## src/rtl/pipe_stage_skid.sv

```systemverilog
// ---------------------------------------------------------------------------
// pipe_stage_skid
//
// Pipeline-stage register with a valid/ready handshake, an optional 2-entry
// skid buffer, flush, and bubble insertion. It replaces a fixed stall/flush
// stage register between core pipeline stages. The payload is an arbitrary
// packed vector, such as {instr, pc, pc_plus4}.
//
// Handshake: a transfer happens on a port in any cycle where its valid and
// ready are both 1 at the rising edge. A producer holds valid and data stable
// until the transfer. Ready may depend on state only (SKID=1) or also on
// out_ready (SKID=0). Data is only meaningful while valid is 1.
//
// Parameters
//   DATA_W  payload width in bits
//   SKID    1: 2-entry skid buffer, in_ready is taken from a register
//           0: single entry, in_ready = !full | out_ready (combinational)
//   BUBBLE  value shown on out_data whenever out_valid is 0
//
// Ports
//   clk        clock, rising edge
//   rst        synchronous active-high reset (takes priority over flush)
//   flush      discard every held entry and any in_data offered this cycle
//   in_valid   upstream offers in_data
//   in_ready   stage accepts in_data this cycle
//   in_data    upstream payload
//   out_valid  out_data holds a valid entry
//   out_ready  downstream accepts out_data this cycle
//   out_data   head entry, or BUBBLE when empty
//   count      entries held (0..2)
// ---------------------------------------------------------------------------
module pipe_stage_skid #(
    parameter int                DATA_W = 160,
    parameter int                SKID   = 1,
    parameter logic [DATA_W-1:0] BUBBLE = '0
) (
    input  logic              clk,
    input  logic              rst,
    input  logic              flush,
    input  logic              in_valid,
    output logic              in_ready,
    input  logic [DATA_W-1:0] in_data,
    output logic              out_valid,
    input  logic              out_ready,
    output logic [DATA_W-1:0] out_data,
    output logic [1:0]        count
);

    // Main entry (M) drives the output; skid entry (S) catches the one
    // extra word that arrives while in_ready is still registered high.
    logic              m_valid, m_valid_n;
    logic [DATA_W-1:0] m_data,  m_data_n;
    logic              s_valid, s_valid_n;
    logic [DATA_W-1:0] s_data,  s_data_n;

    logic in_fire;
    logic out_fire;

    // With a skid buffer in_ready comes straight from a flop, which breaks
    // the combinational ready chain between stages.
    assign in_ready  = (SKID != 0) ? !s_valid : (!m_valid || out_ready);
    assign in_fire   = in_valid && in_ready;
    assign out_fire  = m_valid && out_ready;

    assign out_valid = m_valid;
    // M's data register holds BUBBLE whenever M is empty, so no mux needed.
    assign out_data  = m_data;
    assign count     = {1'b0, m_valid} + {1'b0, s_valid};

    always_comb begin
        m_valid_n = m_valid;
        m_data_n  = m_data;
        s_valid_n = s_valid;
        s_data_n  = s_data;

        if (flush) begin
            // Flush overrides every transfer, including an in-fire this cycle.
            m_valid_n = 1'b0;
            m_data_n  = BUBBLE;
            s_valid_n = 1'b0;
            s_data_n  = BUBBLE;
        end else if (SKID != 0) begin
            if (s_valid) begin
                // in_ready is 0 here, so only the S -> M move can happen.
                if (out_fire) begin
                    m_data_n  = s_data;
                    s_valid_n = 1'b0;
                    s_data_n  = BUBBLE;
                end
            end else if (!m_valid) begin
                if (in_fire) begin
                    m_valid_n = 1'b1;
                    m_data_n  = in_data;
                end
            end else begin
                case ({out_fire, in_fire})
                    2'b11: m_data_n = in_data;
                    2'b10: begin
                        m_valid_n = 1'b0;
                        m_data_n  = BUBBLE;
                    end
                    2'b01: begin
                        // Downstream stalled: park the new word in S.
                        s_valid_n = 1'b1;
                        s_data_n  = in_data;
                    end
                    default: ;
                endcase
            end
        end else begin
            if (in_fire) begin
                m_valid_n = 1'b1;
                m_data_n  = in_data;
            end else if (out_fire) begin
                m_valid_n = 1'b0;
                m_data_n  = BUBBLE;
            end
        end
    end

    always_ff @(posedge clk) begin
        if (rst) begin
            m_valid <= 1'b0;
            m_data  <= BUBBLE;
            s_valid <= 1'b0;
            s_data  <= BUBBLE;
        end else begin
            m_valid <= m_valid_n;
            m_data  <= m_data_n;
            s_valid <= s_valid_n;
            s_data  <= s_data_n;
        end
    end

endmodule

```

## config.mk

```make
export PLATFORM = sky130hd
export DESIGN_NAME = pipe_stage_skid
export DESIGN_NICKNAME = d
export VERILOG_FILES = /design/src/rtl/pipe_stage_skid.sv
export SDC_FILE = /design/constraint.sdc
export NUM_CORES = 1
export LEC_CHECK = 0
export ABC_AREA = 1
export CELL_PAD_IN_SITES_DETAIL_PLACEMENT = 0
export CELL_PAD_IN_SITES_GLOBAL_PLACEMENT = 1
export CORE_MARGIN = 1.5
export CORE_UTILIZATION = 38
export DETAILED_ROUTE_END_ITERATION = 6
export PLACE_DENSITY_LB_ADDON = 0.2
export SYNTH_ARGS = -nofsm -noshare
export SYNTH_HDL_FRONTEND = slang
export SYNTH_SLANG_ARGS = --single-unit
```

## constraint.sdc

```tcl
create_clock -name clk -period 4.2 [get_ports clk]
set_input_delay 0.84 -clock clk [delete_from_list [all_inputs] [get_ports clk]]
set_output_delay 0.84 -clock clk [all_outputs]
set_load 0.01 [all_outputs]
```

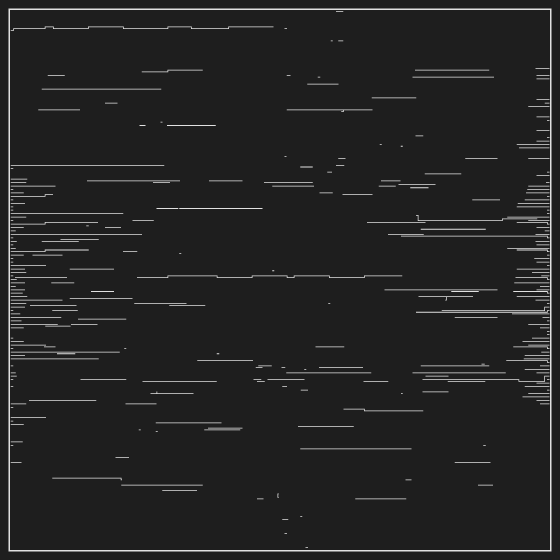
Figure 1: the metal 3 layer.
longest straight run = 60.0 µm
wire length on this layer = 3060 µm
nets with wire on the layer = 198
share of all routed wire = 5.9%
main direction = horizontal
M3 GR Usage: 4.14%
DR vias: 16700
final WL: 51500 µm

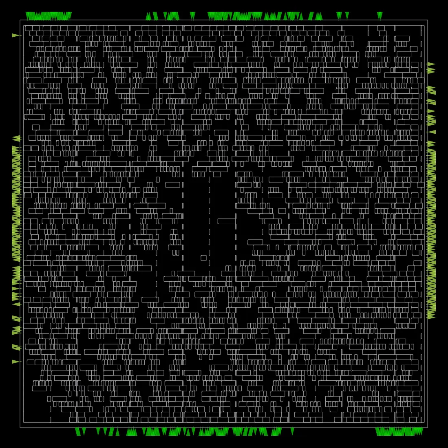
Figure 2: placement view.
sequential cell area share: 30.0%
# Taps: 585
Final Core Density: 49.8%
core area: 43200 µm²
Non-Filler Instances: 3747

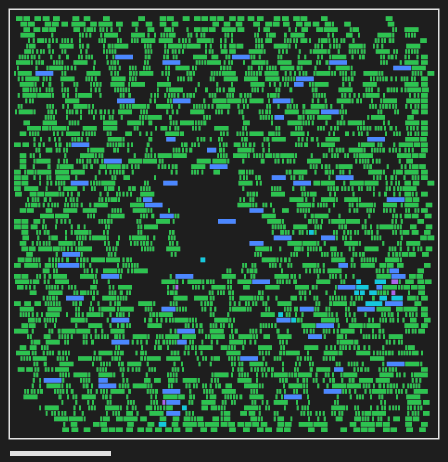
Figure 3: cell sizes after repair.
Bar = 50 µm.
_6 and larger -> blue  # cells 66, share 2.1%
_2 cells -> purple  # cells 4, share 0.13%
_3 and _4 cells -> cyan  # cells 15, share 0.47%
_0 and _1 cells -> green  # cells 3075, share 97%
fin area: 21500 µm²
Area Growth Syn to Fin: 29.1%

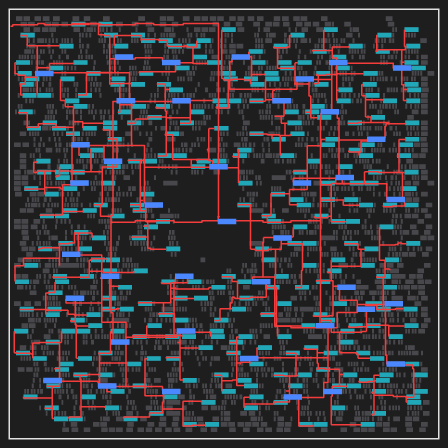
Figure 4: clock distribution.
flip-flops -> cyan  # count 322
clock drivers -> blue  # count 40
clock wires -> red  # length 4960 µm
routed clock nets = 41
flops lie = widely spread
clk_lat worst skew: 550 ps
Clk power: 3.37 mW
clock share of power: 43.1%

==> ci_impl_report.md <==
### Flow metrics

| Metric | Value |
|---|---|
| Status | `complete, no violations` |
| Reg power frac | `41.5%` |
| Met1 track demand over resource | `30.1%` |
| VDD IR max | `0.273 mV` |
| HPWL Detailed | `29100 µm` |
| Top-count cell post-synth | `nand2_1` |
| Final clock skew | `between 8 and 9 ps` |
| Critical path capture point | `count[0]` |
| Remaining DRCs | `0` |
| Mi-comb count | `1938` |
| Post-Synth AOI/OAI Area | `0.135%` |
| CTS root buf | `clkbuf_16` |
| Pwr Density | `363 nW/µm²` |
| Hold_buf cts | `0` |
| Flop-to-flop setup slack | `1520 ps` |
| Min Hold Slack | `508 ps` |
| FP Rows | `76` |
| Die height | `roughly 210 µm` |
| WS Path Type | `reg2out` |
| Hold path start | `s_data[139]` |
| Top cells excl fill/tap | `nand2_1 (964), nor2_1 (770), inv_1 (482)` |
| Synthesized area per cell | `roughly 5.7 µm²` |
| Critical path required time | `3360 ps` |
| Top cell area share | `between 30% and 40%` |
| Sequential power | `3.24 mW` |
| PortBufs | `328` |
| Mapped cell area | `roughly 17000 µm²` |
| Most Used Layer, Global Route | `met2` |
| WHS Path Cells | `4` |
| Sw Pwr | `~2.1 mW` |
| CP endpoint kind | `primary output` |
| CP Max Fanout | `41` |
| Setup bufs post-CTS | `0` |
| Crit path max-delay family | `buffers and inverters` |
| RSZ-0062 raised after global routing | `false` |
| Setup slack at placement | `795 ps` |
| Post-synth EDFFs | `0` |
| Post-synthesis register bit count | `approximately 320` |
| Worst-path clk slew | `60 ps` |
| Final setup viols | `0` |
| Hold Path End | `s_data[139]` |
| Met2 wire length | `about 23000 µm` |
| Async SR Flop Fraction | `0%` |
Power is estimated from default activity; no workload was simulated.
